## src/rtl/preg_release_queue.sv

```systemverilog
// preg_release_queue
//   Collects physical-register tags freed at commit (two lanes per cycle) and
//   hands them back to the free list one per cycle, in acceptance order.
//   The zero register's tag is silently dropped. Repeated tags and offers made
//   while the queue cannot take a full pair are dropped and flagged.
//
// Ports
//   clk               core clock, rising edge
//   reset             synchronous reset, active low
//   commit0_valid     lane 0 release request
//   commit0_old_phys  lane 0 tag
//   commit1_valid     lane 1 (younger) release request
//   commit1_old_phys  lane 1 tag
//   commit_ready      at least two free slots (depends on count only)
//   free_en           registered release strobe to the free list
//   free_phys         registered released tag
//   count             entries held, output register excluded
//   dbl_free_err      sticky: an already-pending tag was offered again
//   overflow_err      sticky: a lane was valid while commit_ready was low
module preg_release_queue #(
  parameter int PHYS_REGS = 64,
  parameter int DEPTH     = 16,
  parameter int ZERO_PREG = 0,
  localparam int TW = $clog2(PHYS_REGS),
  localparam int PW = $clog2(DEPTH),
  localparam int CW = $clog2(DEPTH + 1)
) (
  input  logic          clk,
  input  logic          reset,
  input  logic          commit0_valid,
  input  logic [TW-1:0] commit0_old_phys,
  input  logic          commit1_valid,
  input  logic [TW-1:0] commit1_old_phys,
  output logic          commit_ready,
  output logic          free_en,
  output logic [TW-1:0] free_phys,
  output logic [CW-1:0] count,
  output logic          dbl_free_err,
  output logic          overflow_err
);

  localparam logic [TW-1:0] ZERO_TAG = TW'(ZERO_PREG);

  logic [TW-1:0]        mem [DEPTH];
  logic [PW-1:0]        head;
  logic [PW-1:0]        tail;
  logic [PHYS_REGS-1:0] pending;

  logic          lane0_live, lane1_live;
  logic          lane0_dup, lane1_dup;
  logic          lane0_push, lane1_push;
  logic          dbl_hit, ovf_hit;
  logic          pop;
  logic [TW-1:0] head_tag;
  logic [PW-1:0] tail1;

  // Ready only looks at count: a pop on the same edge does not help.
  assign commit_ready = (count <= CW'(DEPTH - 2));

  assign lane0_live = commit0_valid && (commit0_old_phys != ZERO_TAG);
  assign lane1_live = commit1_valid && (commit1_old_phys != ZERO_TAG);

  // pending is the pre-edge view, so a tag popped on this edge still counts
  // as pending. Lane 1 repeating lane 0 is a duplicate even if lane 0 itself
  // was rejected.
  assign lane0_dup = pending[commit0_old_phys];
  assign lane1_dup = pending[commit1_old_phys] ||
                     (commit0_valid && (commit1_old_phys == commit0_old_phys));

  assign lane0_push = commit_ready && lane0_live && !lane0_dup;
  assign lane1_push = commit_ready && lane1_live && !lane1_dup;

  assign dbl_hit = commit_ready && ((lane0_live && lane0_dup) ||
                                    (lane1_live && lane1_dup));
  assign ovf_hit = !commit_ready && (commit0_valid || commit1_valid);

  assign pop      = (count != '0);
  assign head_tag = mem[head];
  assign tail1    = tail + PW'(lane0_push);

  always_ff @(posedge clk) begin
    if (!reset) begin
      head         <= '0;
      tail         <= '0;
      count        <= '0;
      pending      <= '0;
      free_en      <= 1'b0;
      free_phys    <= '0;
      dbl_free_err <= 1'b0;
      overflow_err <= 1'b0;
    end else begin
      free_en <= pop;
      if (pop) begin
        free_phys         <= head_tag;
        head              <= head + PW'(1);
        pending[head_tag] <= 1'b0;
      end
      // A pushed tag was not pending pre-edge, so it can never be the tag
      // being popped; set and clear never collide on one bit.
      if (lane0_push) pending[commit0_old_phys] <= 1'b1;
      if (lane1_push) pending[commit1_old_phys] <= 1'b1;
      tail  <= tail + PW'(lane0_push) + PW'(lane1_push);
      count <= count + CW'(lane0_push) + CW'(lane1_push) - CW'(pop);
      if (dbl_hit) dbl_free_err <= 1'b1;
      if (ovf_hit) overflow_err <= 1'b1;
    end
  end

  // Storage needs no reset: occupancy is tracked by head/tail/count.
  always_ff @(posedge clk) begin
    if (lane0_push) mem[tail]  <= commit0_old_phys;
    if (lane1_push) mem[tail1] <= commit1_old_phys;
  end

endmodule

```

## config.mk

```make
export PLATFORM = sky130hd
export DESIGN_NAME = preg_release_queue
export DESIGN_NICKNAME = d
export VERILOG_FILES = /design/src/rtl/preg_release_queue.sv
export SDC_FILE = /design/constraint.sdc
export NUM_CORES = 1
export LEC_CHECK = 0
export CORE_ASPECT_RATIO = 0.9
export CORE_MARGIN = 3
export CORE_UTILIZATION = 49
export DETAILED_ROUTE_END_ITERATION = 10
export HOLD_SLACK_MARGIN = 0.12
export PLACE_DENSITY = 0.66
export SETUP_SLACK_MARGIN = 0.4
export SLEW_MARGIN = 25
export SYNTH_ARGS = -nofsm -noshare
export SYNTH_HDL_FRONTEND = slang
export SYNTH_SLANG_ARGS = --single-unit
```

## constraint.sdc

```tcl
create_clock -name clk -period 12.2 [get_ports clk]
set_input_delay 3.05 -clock clk [delete_from_list [all_inputs] [get_ports clk]]
set_output_delay 3.05 -clock clk [all_outputs]
set_load 0.02 [all_outputs]
```

==> flow_metrics.tcl <==
# metrics dict for downstream scripts
set metrics [dict create \
    ir_drop_mv 0.152 \
    synth_cell_types 73 \
    syn-cell-area_mm2 0.0111 \
    rows 51 \
    warnings 29 \
    grt_use_met3 0.0958 \
    drv_cap 0 \
    tightest_slew_ns 0.984 \
    ys_sh_xor 0.0126 \
    critPathMaxFanout 20 \
    path_clk_slew_ns 0.07 \
    hpwlAfterDp_mm 22.9 \
    instances_no_fill 1255 \
    nNetsFinal 982 \
    grt_first_pass_wirelength_mm 53.5 \
    placed_cell_area_mm2 0.0115 \
    grt_pass1_vias 8289 \
    startpoint_type "input port" \
    maxSlewHeadroom 0.344 \
    mostFrequentLayoutCells "edfxtp_1, dfxtp_1, o211ai_1" \
    tritoncts "built" \
    p_seq_frac 0.353 \
    yosysSeqAreaShare 0.423 \
    synth_area_leader_cell "edfxtp_1" \
    io_pins 31 \
    ff2ff_setup_slack_ns 7.42 \
    setup_viol 0 \
    mostFrequentLayoutCell "edfxtp_1" \
    fp_util 0.505 \
    critPathSlowestCell "nor4_1" \
    final_core_util 0.552 \
    clock_sinks 186 \
    buffers 52 \
    required_ns 12.28 \
    highest_layer "met4" \
    io_buffers 30 \
    postCtsSetupBuffers 0 \
    clk_latency_ns 0.45 \
    nonClkBufAreaFrac 0.0372 \
    p_per_area_mw_per_mm2 179 \
    max_freq_mhz 119 \
    dr.pass1.iters 6 \
    drive_above_1_share 0.213 \
    swShare 0.399 \
    logic_gate_count 679 \
    p_leak_uw 0.00398 \
    comb_area_mm2 0.00596 \
    h-tree-depth 4 \
    status "completed" \
    route.met2.wl_mm 14.6 \
    rsz0062_at_grt "false" \
    viasPerCell 7.04 \
    path_cells "clkdlybuf4s50_1, buf_4, clkinv_1, a21o_1, a222oi_1, o41ai_1, nor4_1, nand3_1, buf_4, inv_1, ha_1, nand3_1, xnor2_1, nand4_1, nor3_4, o21bai_1" \
    antenna_cells 0 \
    ff_type "edfxtp_1" \
    hp-start "free_phys[5]" \
    dominant-cell-class "multi-input combinational cells" \
    antenna_found_initial 0 \
    power_uw 2170 \
    async_reset_ff_frac 0 \
    maxPowerGroup "combinational logic" \
    worst-r2r-cell-count 14 \
    critPathArrivalTime_ns 8.49 \
    synth_stat.cells 970 \
    area_leaders "edfxtp_1, dfxtp_1, mux4_2" \
    path_delay_family "simple AND/OR/NAND/NOR gates" \
    end_kind "flop" \
    dr_wl_met3_mm 4.98 \
    timing.rr.start "pending[22]" \
]
**The metal 1 layer**

Supply wires on this layer in grey.
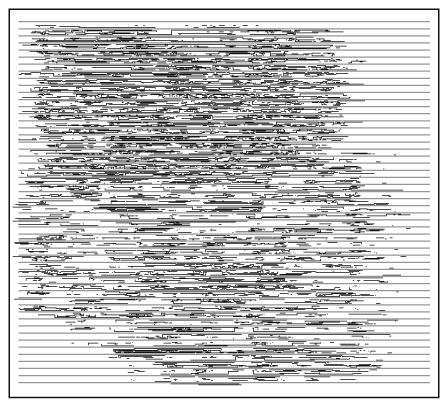
wire length on this layer = 14800 um
longest straight run = 83.3 um
nets with wire on the layer = 941
share of all routed wire = 42%

**Met2 routing**

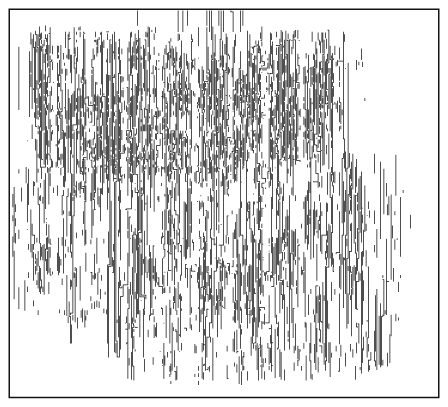
nets with wire on the layer = 814
longest straight run = 65.3 um

**Metal 3**

Bar = 50 um.
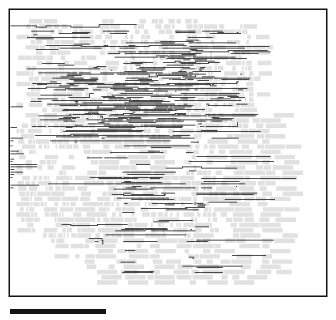
share of all routed wire = 14%
longest straight run = 71.3 um
wire length on this layer = 4980 um
main direction = horizontal
nets with wire on the layer = 179

**Metal 4**

Supply wires on this layer in grey.
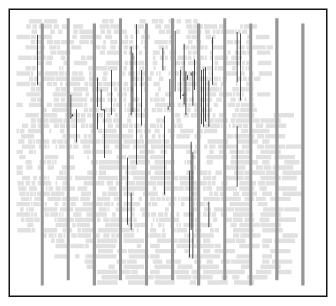
longest straight run = 72.8 um
share of all routed wire = 2.7%
wire length on this layer = 950 um

**The clock network**

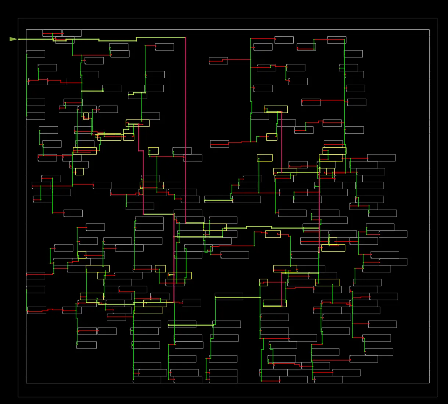
clk pwr: 570 uW
registers: 186
number of clock-tree buffers in the layout: 17
total CTS buffers: 17
Setup Skew: 0.0153 ns

Power and IR drop assume default switching activity.
